Figure 1. Supply network (run 1).
Bar = 10 µm. Pins as bars on the die edge.
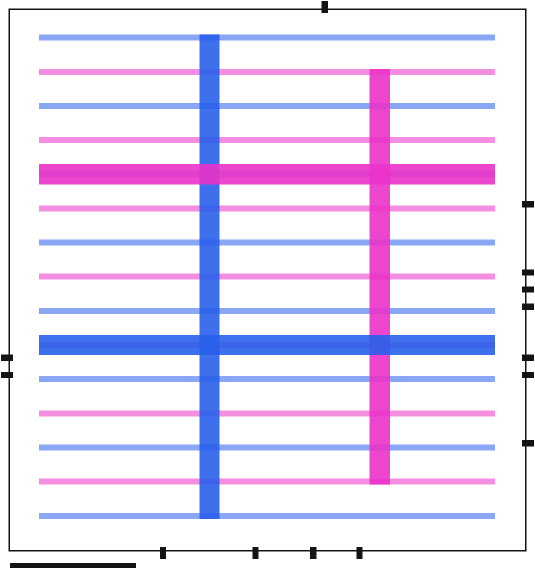
Figure 2. Cells colored by class (run 1).
Bar = 10 µm.
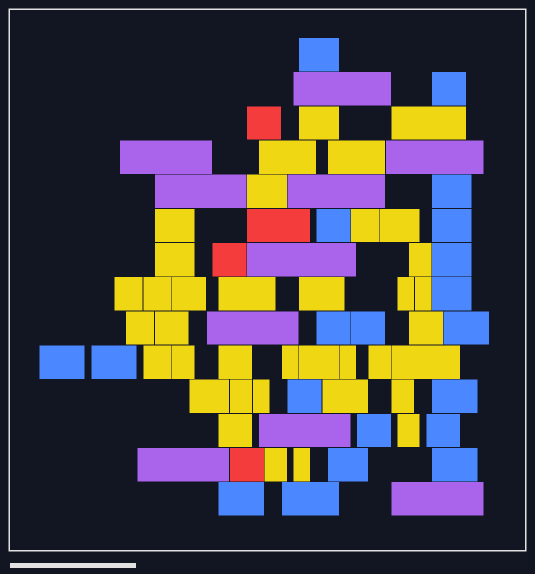
Figure 3. Clock distribution (run 1).
Bar = 10 µm.
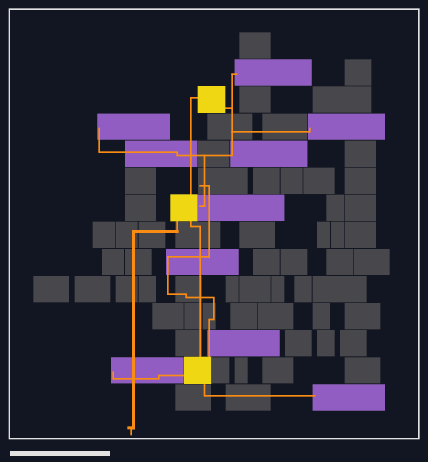
Figure 4. Signal wires by layer (run 1).
Two of the layers only.
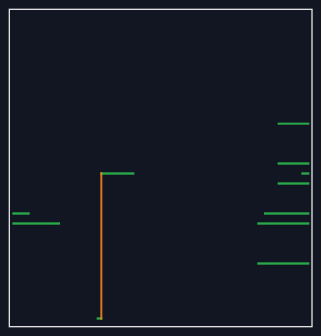
`config.mk`:
```
export PLATFORM = sky130hd
export DESIGN_NAME = serial_mag_comp_flat
export DESIGN_NICKNAME = d
export VERILOG_FILES = /design/src/rtl/serial_mag_comp_if.sv /design/src/rtl/serial_mag_comp.sv /design/src/flat_wrapper.sv
export SDC_FILE = /design/constraint.sdc
export NUM_CORES = 1
export LEC_CHECK = 0
export ABC_AREA = 0
export CAP_MARGIN = 20
export CORE_AREA = 2 2 39 41
export CTS_CLUSTER_DIAMETER = 40
export DETAILED_ROUTE_END_ITERATION = 10
export DIE_AREA = 0 0 41 43
export PLACE_DENSITY = 0.74
export RECOVER_POWER = 25
export REMOVE_ABC_BUFFERS = 1
export SETUP_SLACK_MARGIN = 0.1
export SLEW_MARGIN = 5
export SYNTH_ARGS = -nofsm -noshare
export SYNTH_HDL_FRONTEND = slang
export SYNTH_SLANG_ARGS = --single-unit
```
`constraint.sdc`:
```
create_clock -name clk -period 1.5 [get_ports clk]
set_input_delay 0.3 -clock clk [delete_from_list [all_inputs] [get_ports clk]]
set_output_delay 0.3 -clock clk [all_outputs]
set_load 0.005 [all_outputs]
```
`src/rtl/serial_mag_comp_if.sv`:
```
// serial_mag_comp_if: bundles the serial comparator's operand stream and result signals
//   start, bit_valid, a, b : driven by the master (operand source)
//   busy, done, l1, l2, l3 : driven by the slave (comparator)
//   bit_cnt                : bits consumed so far, driven by the slave
interface serial_mag_comp_if #(parameter int WIDTH = 8);
    logic                     start;
    logic                     bit_valid;
    logic                     a;
    logic                     b;
    logic                     busy;
    logic                     done;
    logic                     l1;
    logic                     l2;
    logic                     l3;
    logic [$clog2(WIDTH)-1:0] bit_cnt;
    modport master (output start, bit_valid, a, b, input busy, done, l1, l2, l3, bit_cnt);
    modport slave (input start, bit_valid, a, b, output busy, done, l1, l2, l3, bit_cnt);
endinterface

```
`src/rtl/serial_mag_comp.sv`:
```
// serial_mag_comp: LSB-first bit-serial magnitude comparator (l1=a<b, l2=a>b, l3=a==b)
//   clk : rising-edge clock
//   rst : synchronous active-high reset
//   bus : serial_mag_comp_if.slave (start, bit_valid, a, b in; busy, done, l1-l3, bit_cnt out)
// Optional: define SIGNED_CMP_EN to treat operands as two's complement.
module serial_mag_comp #(
    parameter int WIDTH = 8
) (
    input  logic               clk,
    input  logic               rst,
    serial_mag_comp_if.slave   bus
);
    localparam int CW = $clog2(WIDTH);

    typedef enum logic [1:0] {IDLE, SHIFT, DONE} state_t;

    state_t        state, state_n;
    logic          lt, gt, lt_n, gt_n;
    logic          take, last, flip;
    logic [CW-1:0] cnt;
    logic          l1, l2, l3;

    assign take = state == SHIFT && bus.bit_valid;
    assign last = cnt == CW'(WIDTH - 1);

    // The sign bit ranks opposite to magnitude bits: a 1 there means smaller.
`ifdef SIGNED_CMP_EN
    assign flip = last;
`else
    assign flip = 1'b0;
`endif

    // A differing bit is more significant than anything seen so far, so it overrides.
    assign lt_n = (bus.a ^ bus.b) ? bus.b ^ flip : lt;
    assign gt_n = (bus.a ^ bus.b) ? bus.a ^ flip : gt;

    always_comb begin
        state_n = state;
        case (state)
            IDLE:    state_n = bus.start ? SHIFT : IDLE;
            SHIFT:   state_n = (take && last) ? DONE : SHIFT;
            default: state_n = IDLE;
        endcase
    end

    always_ff @(posedge clk) begin
        if (rst) begin
            state <= IDLE;
            lt    <= 1'b0;
            gt    <= 1'b0;
            cnt   <= '0;
            l1    <= 1'b0;
            l2    <= 1'b0;
            l3    <= 1'b0;
        end else begin
            state <= state_n;
            if (state == IDLE && bus.start) begin
                lt  <= 1'b0;
                gt  <= 1'b0;
                cnt <= '0;
            end
            if (take) begin
                lt  <= lt_n;
                gt  <= gt_n;
                cnt <= last ? '0 : cnt + CW'(1);
                if (last) begin
                    l1 <= lt_n;
                    l2 <= gt_n;
                    l3 <= ~(lt_n | gt_n);
                end
            end
        end
    end

    assign bus.busy    = state == SHIFT;
    assign bus.done    = state == DONE;
    assign bus.l1      = l1;
    assign bus.l2      = l2;
    assign bus.l3      = l3;
    assign bus.bit_cnt = cnt;
endmodule

```
`src/flat_wrapper.sv`:
```
// flat-port wrapper written by rule: the top's interface ports become plain ports
module serial_mag_comp_flat 
#(
    parameter int WIDTH = 8
)
  (clk, rst, bus_start, bus_bit_valid, bus_a, bus_b, bus_busy, bus_done, bus_l1, bus_l2, bus_l3, bus_bit_cnt);
  serial_mag_comp_if #(.WIDTH(WIDTH)) bus_i ();
  input  logic clk;
  input  logic rst;
  input wire logic [$bits(bus_i.start)-1:0] bus_start;
  input wire logic [$bits(bus_i.bit_valid)-1:0] bus_bit_valid;
  input wire logic [$bits(bus_i.a)-1:0] bus_a;
  input wire logic [$bits(bus_i.b)-1:0] bus_b;
  output wire logic [$bits(bus_i.busy)-1:0] bus_busy;
  output wire logic [$bits(bus_i.done)-1:0] bus_done;
  output wire logic [$bits(bus_i.l1)-1:0] bus_l1;
  output wire logic [$bits(bus_i.l2)-1:0] bus_l2;
  output wire logic [$bits(bus_i.l3)-1:0] bus_l3;
  output wire logic [$bits(bus_i.bit_cnt)-1:0] bus_bit_cnt;
  assign bus_i.start = bus_start;
  assign bus_i.bit_valid = bus_bit_valid;
  assign bus_i.a = bus_a;
  assign bus_i.b = bus_b;
  assign bus_busy = bus_i.busy;
  assign bus_done = bus_i.done;
  assign bus_l1 = bus_i.l1;
  assign bus_l2 = bus_i.l2;
  assign bus_l3 = bus_i.l3;
  assign bus_bit_cnt = bus_i.bit_cnt;
  serial_mag_comp #(.WIDTH(WIDTH)) u_core (.clk(clk), .rst(rst), .bus(bus_i));
endmodule
```
==> ci_impl_report.md, run 1 <==
## Synthesis and layout report

| Metric | Value |
|---|---|
| CP Launch Type | flip-flop |
| Gr usage total | between 10% and 20% |
| Global route total overflow | 0 |
| Fraction of layout cells with a size suffix above 1 | 29.58% |
| Repair and plain buffers | 20 |
| Proportion of power drawn by combinational gates | 12.2% |
| CP Capture Type | flip-flop |
| MaxCap Viol Count | 0 |
| CTS tree | yes |
| Hold path depth | 1 |
| Comb area | 272.8 µm² |
| Number of clock-tree buffers in the layout | 4 |
| Synth Cell Area | 476.7 µm² |
| Sw Ratio | between 20% and 30% |
| Hold bufs inserted after CTS | 0 |
| Tap Cells | 16 |
| Pwr dens | 819.7 nW/µm² |
| Gp weighted congestion | 0.7568 |
| DRT Pass-1 Iters | 4 |
| OpenROAD warning count | 25 |
| Synth Warn # | 0 |
| Longest Clk Path Bufs | 2 |
| Gate Count Post-Synth | 48 |
| Drc violations | 0 |
| Global-route wire length before repair | roughly 1500 µm |
| Yosys stat area | about 480 µm² |
| Reg2Reg Capture Point | u_core.bus.bit_cnt[0] |
| Later-pin clock latency in the skew report | 0.26 ns |
| Non-Filler Instances | 87 |
| RSZ-0062 raised after global routing | false |
| Top logic family | simple AND/OR/NAND/NOR gates |
| Switch Pwr | around 0.13 mW |
| R2R Setup Slk | 0.15 ns |
| Met1 GRT Util | between 10% and 20% |
| Antenna violations before repair | 0 |
| Flop area | 207.7 µm² |
| Reg2Reg Depth | 4 |
| Flop count | 10 |
| Total clock sinks | 10 |
| End of the critical path | u_core.bus.bit_cnt[0] |
| Comb/total area | 37.98% |
| MI comb cells | 36 |
| Final setup fails | 0 |
| Postcts setup bufs | 1 |
| Arr. time, crit path | 1.52 ns |
| Top cell excl fill/tap | buf_4 |
| Dominant class by area | combinational gates |
| Post_cts resized | 12 |
| Crit Path Class | flip-flop to flip-flop |
| Syn-to-layout area delta | 50.66% |
| Avg WL per Cell | about 11 µm |
| Synth Area in Simple Gates | 24.93% |
| Crit Reg-Reg Startpoint | u_core.bus.bit_cnt[0] |
| Routed wl met2 | 493 µm |
| # IOs | 14 |
| Ant diodes | 0 |
| Crit Path Max Fanout | 4 |
| Most frequent cells in the layout | 7 x buf_4, 6 x dlygate4sd2_1, 6 x dfxtp_1 |
| CTS buffer count | 3 |
| Cell Type Count | 25 |
| Met3 WL | 45 µm |
| Drt first-iter violations | 6 |
| # Cells Yosys | 48 |
| Status | finished clean |
| Top Usage Layer GRT | met2 |
| Clk Tree Root Cell | clkbuf_4 |
| Initial Util | 34.45% |
| Non-clock buffer share | 24.74% |
| Synth Area in Compound Gates | 22.83% |
| Internal Power | 0.4580 mW |
| Antenna-violating nets left | 0 |
| Global-route track usage on met3 | 3.141% |
Notes on Figure 1 above:
VDD -> magenta
VSS -> blue
rows = 14
met4 straps = 2
signal pins = 14
met5 straps = 2
met1 rails = 15
Die W: 41 µm
peak supply drop: 0.3812 mV
Core Area: 1384 µm²
chip height: 43 µm

Notes on Figure 2 above:
remaining buffers and delay cells -> blue  # cells 20, share of their area 25%
clock drivers and dummy loads -> red  # cells 4, share of their area 5.2%
remaining logic cells -> yellow  # cells 37, share of their area 40%
sequential cells -> purple  # cells 10, share of their area 30%
Final Instance Area: 718.2 µm²
Layout Utilization: 51.90%
row count: 14
sequential fraction of total cell area: 28.92%

Notes on Figure 3 above:
clock-net drivers -> yellow  # count 3
flip-flops -> purple  # count 10
clock wires -> orange  # length 150 µm
routed clock nets = 4

Notes on Figure 4 above:
M4 -> orange  # wire length 19.7 µm
M3 -> green  # wire length 45.2 µm

## run 1: cell usage after synthesis, drive strengths merged
master	count	area [µm²]
a31o	1	8.760
nor2	4	15.01
ha	2	25.02
o21ai	1	5.000
mux2	1	15.01
nand3	1	5.000
nor3	5	30.03
dfxtp	10	200.2
nor3b	1	7.510
a211oi	2	15.01
a21oi	2	21.27
or2	1	6.260
a22o	4	35.03
nand2	1	3.750
buf	1	5.000
a311oi	1	8.760
nand2b	2	12.51
and2b	1	7.510
nand4b	1	8.760
a21o	2	15.01
and4b	1	10.01
nor2b	2	12.51
inv	1	3.750
## run 1: sequential cells by signal (all words and copies together) (netlist names)
| name | flops |
|---|---|
| u_core.bus.bit_cnt | 3 |
| u_core.bus.l3 | 1 |
| u_core.state | 2 |
| u_core.gt | 1 |
| u_core.bus.l2 | 1 |
| u_core.bus.l1 | 1 |
| u_core.lt | 1 |
## run 1: through the flow
| stage | TNS, ns | utilization, % | hold slack [ns] |
|---|---|---|---|
| after floorplan | 0 | - | 0.3721 |
| after global placement | 0 | 46.56 | 0.4822 |
| after detailed placement | -0.02174 | 46.56 | 0.4789 |
| after CTS | 0 | 49.82 | 0.4702 |
| after global routing | 0 | 51.90 | 0.5053 |
| final | 0 | 51.90 | 0.4823 |
## run 1: worst max-delay path, stage by stage, from the launching register on
cell and delay (ns):
dfxtp_2 0.33, ha_1 0.19, ha_1 0.22, or2_2 0.28
a311oi_1 0.24
## run 1: power by group through the flow
stage          clock network (mW)  logic [mW]  registers (mW)
2_1_floorplan                   0      0.0306           0.283
3_3_place_gp                    0      0.0712           0.282
3_5_place_dp                    0      0.0722           0.282
4_1_cts                     0.253      0.0724           0.274
5_1_grt                     0.259      0.0790           0.275
6_report                    0.243      0.0720           0.274
==> run 2: changes to the inputs <==
--- a/config.mk
+++ b/config.mk
@@ -6,7 +6,6 @@
 export NUM_CORES = 1
 export LEC_CHECK = 0
 export ABC_AREA = 0
-export CAP_MARGIN = 20
 export CORE_AREA = 2 2 39 41
 export CTS_CLUSTER_DIAMETER = 40
 export DETAILED_ROUTE_END_ITERATION = 10
Figure 5. Cells colored by class (run 2).
Bar = 10 µm.
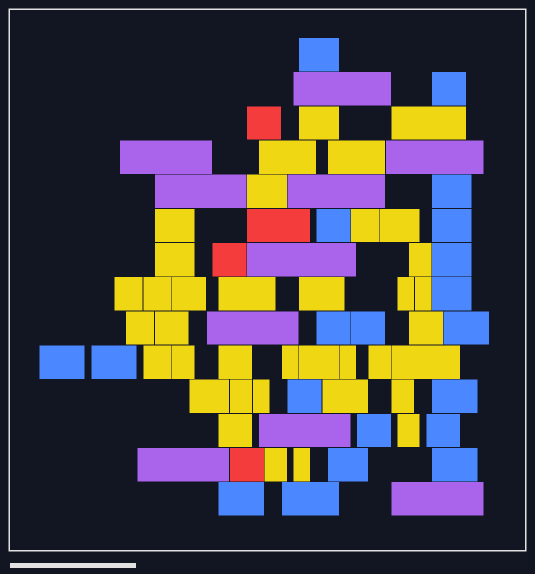
remaining buffers and delay cells -> blue  # cells 20, share of their area 25%
clock drivers and dummy loads -> red  # cells 4, share of their area 5.2%
sequential cells -> purple  # cells 10, share of their area 30%
remaining logic cells -> yellow  # cells 37, share of their area 40%

Figure 6. Clock distribution (run 2).
Bar = 10 µm.
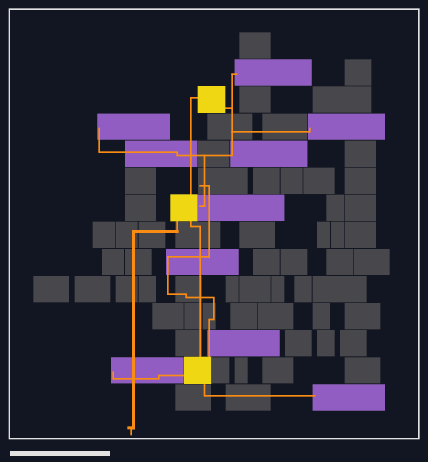
flip-flops -> purple  # count 10
clock-net drivers -> yellow  # count 3
clock wires -> orange  # length 150 µm
routed clock nets = 4
power of the clock network: 0.243 mW
clock skew: 0.004314 ns

==> ci_impl_report.md, run 2 <==
## Synthesis and layout report

| Metric | Value |
|---|---|
| Chip height | between 40 and 50 µm |
| Top cell area share | 41.99% |
| Row count | 14 |
| Reg2Reg Capture Point | u_core.bus.bit_cnt[0] |
| Gp weighted congestion | 0.7568 |
| Largest register FFs | 3 |
| Seq power | approximately 0.27 mW |
| Global route total overflow | 0 |
| Antenna violations before repair | 0 |
| Status | finished clean |
| Crit Path Class | flip-flop to flip-flop |
| Hold bufs inserted after CTS | 0 |
| Core Area | about 1400 µm² |
| CTS tree | yes |
| Synth Cell Area | 476.7 µm² |
| Synth area leader | dfxtp_1 |
| Syn-to-layout area delta | 50.66% |
| Global-route wire length before repair | 1524 µm |
| Synth Area in Compound Gates | 22.83% |
| Ys async rst share | 0% |
| RSZ-0062 raised after global routing | false |
| # IOs | 14 |
| Synth cell count leaders | 10 x dfxtp_1, 4 x a22o_1, 4 x nor2_1, 4 x nor3_1 |
| Hold path depth | 1 |
| Total clock sinks | 10 |
| Proportion of power drawn by combinational gates | 12.2% |
| Yosys stat area | 476.7 µm² |
| Flop area | 207.7 µm² |
| Reg2Reg Depth | 4 |
| Non-Filler Instances | around 87 |
| # Cells Yosys | 48 |
| Most frequent cells in the layout | 7 x buf_4, 6 x dlygate4sd2_1, 6 x dfxtp_1 |
| MaxCap Viol Count | 0 |
| Die W | 41 µm |
| Layout Utilization | 51.90% |
| CP Capture Type | flip-flop |
| Most numerous cell in the Yosys netlist | dfxtp_1 |
| Peak supply drop | 0.3812 mV |
| Switch Pwr | 0.1307 mW |
| Synth area leaders | dfxtp_1 42%, a22o_1 7.3%, ha_1 5.2% |
| Antenna-violating nets left | 0 |
| Top cell excl fill/tap | buf_4 |
| Crit Reg-Reg Startpoint | u_core.bus.bit_cnt[0] |
| Internal Power | 0.4580 mW |
| OpenROAD warning count | 25 |
| CP Launch Type | flip-flop |
| Initial Util | 34.45% |
| Ant diodes | 0 |
| Sw Ratio | between 20% and 30% |
| Arr. time, crit path | 1.52 ns |
| Synth Warn # | 0 |
| Fraction of layout cells with a size suffix above 1 | a little under 30% |
| CTS buffer count | 3 |
| Combinational power | 0.0720 mW |
| Gate Count Post-Synth | 48 |
| Drt first-iter violations | 6 |
| End of the critical path | u_core.bus.bit_cnt[0] |
| Drc violations | 0 |
Figure 7. Signal wires by layer (run 2).
Two of the layers only.
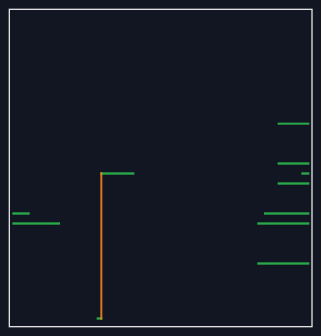
M4 -> orange  # wire length 19.7 µm
M3 -> green  # wire length 45.2 µm
via count: 443
Avg WL per Cell: 11.31 µm
gr usage total: 12.90%

## run 2: cell counts after synthesis
No cell type changed its count.
## run 2: timing repair
action,in CTS,in global routing
gates resized,12,4
buffers inserted,1,3
setup endpoints to repair,7,5
## run 2: metal layers
layer | vias to the layer above | part of all wire, % | GRT usage, %
met5 | - | 0 | 0
met4 | 0 | 1.9 | 10.00
met3 | 2 | 4.6 | 3.141
met2 | 11 | 50 | 19.69
met1 | 201 | 43 | 14.33
li1 | 229 | - | -
## run 2: worst max-delay path, stage by stage (launching register included)
cell      delay (ns)
dfxtp_2         0.33
ha_1            0.19
ha_1            0.22
or2_2           0.28
a311oi_1        0.24
## run 2: per-stage QoR
stage          setup WS (ns)  hold slack [ns]  cell area, µm²   TNS, ns
2_1_floorplan         0.2050           0.3721           471.7         0
3_3_place_gp         0.01126           0.4822           644.4         0
3_5_place_dp        -0.01368           0.4789           644.4  -0.02174
4_1_cts               0.1016           0.4702           689.4         0
5_1_grt              0.08309           0.5053           718.2         0
6_report              0.1461           0.4823           718.2         0
## run 2: logic make-up (layout without fill, tap and decap cells)
logic type | count (synthesis) | count (layout)
multiplexers | 1 | 1
buffers and inverters | 2 | 25
AND/OR/NAND/NOR | 20 | 20
adder cells (fa/ha/maj) | 2 | 2
flip-flops | 10 | 10
AND-OR/OR-AND | 13 | 13
## run 2: final cells by class
| class | instances | area share [%] |
|---|---|---|
| Tap cell | 16 | 2.787 |
| Sequential cell | 10 | 28.92 |
| Clock buffer | 4 | 5.052 |
| Inverter | 1 | 0.5226 |
| Multi-Input combinational cell | 36 | 37.98 |
| Timing Repair Buffer | 20 | 24.74 |
No activity file was given, so power comes from the tool's default toggle rates.
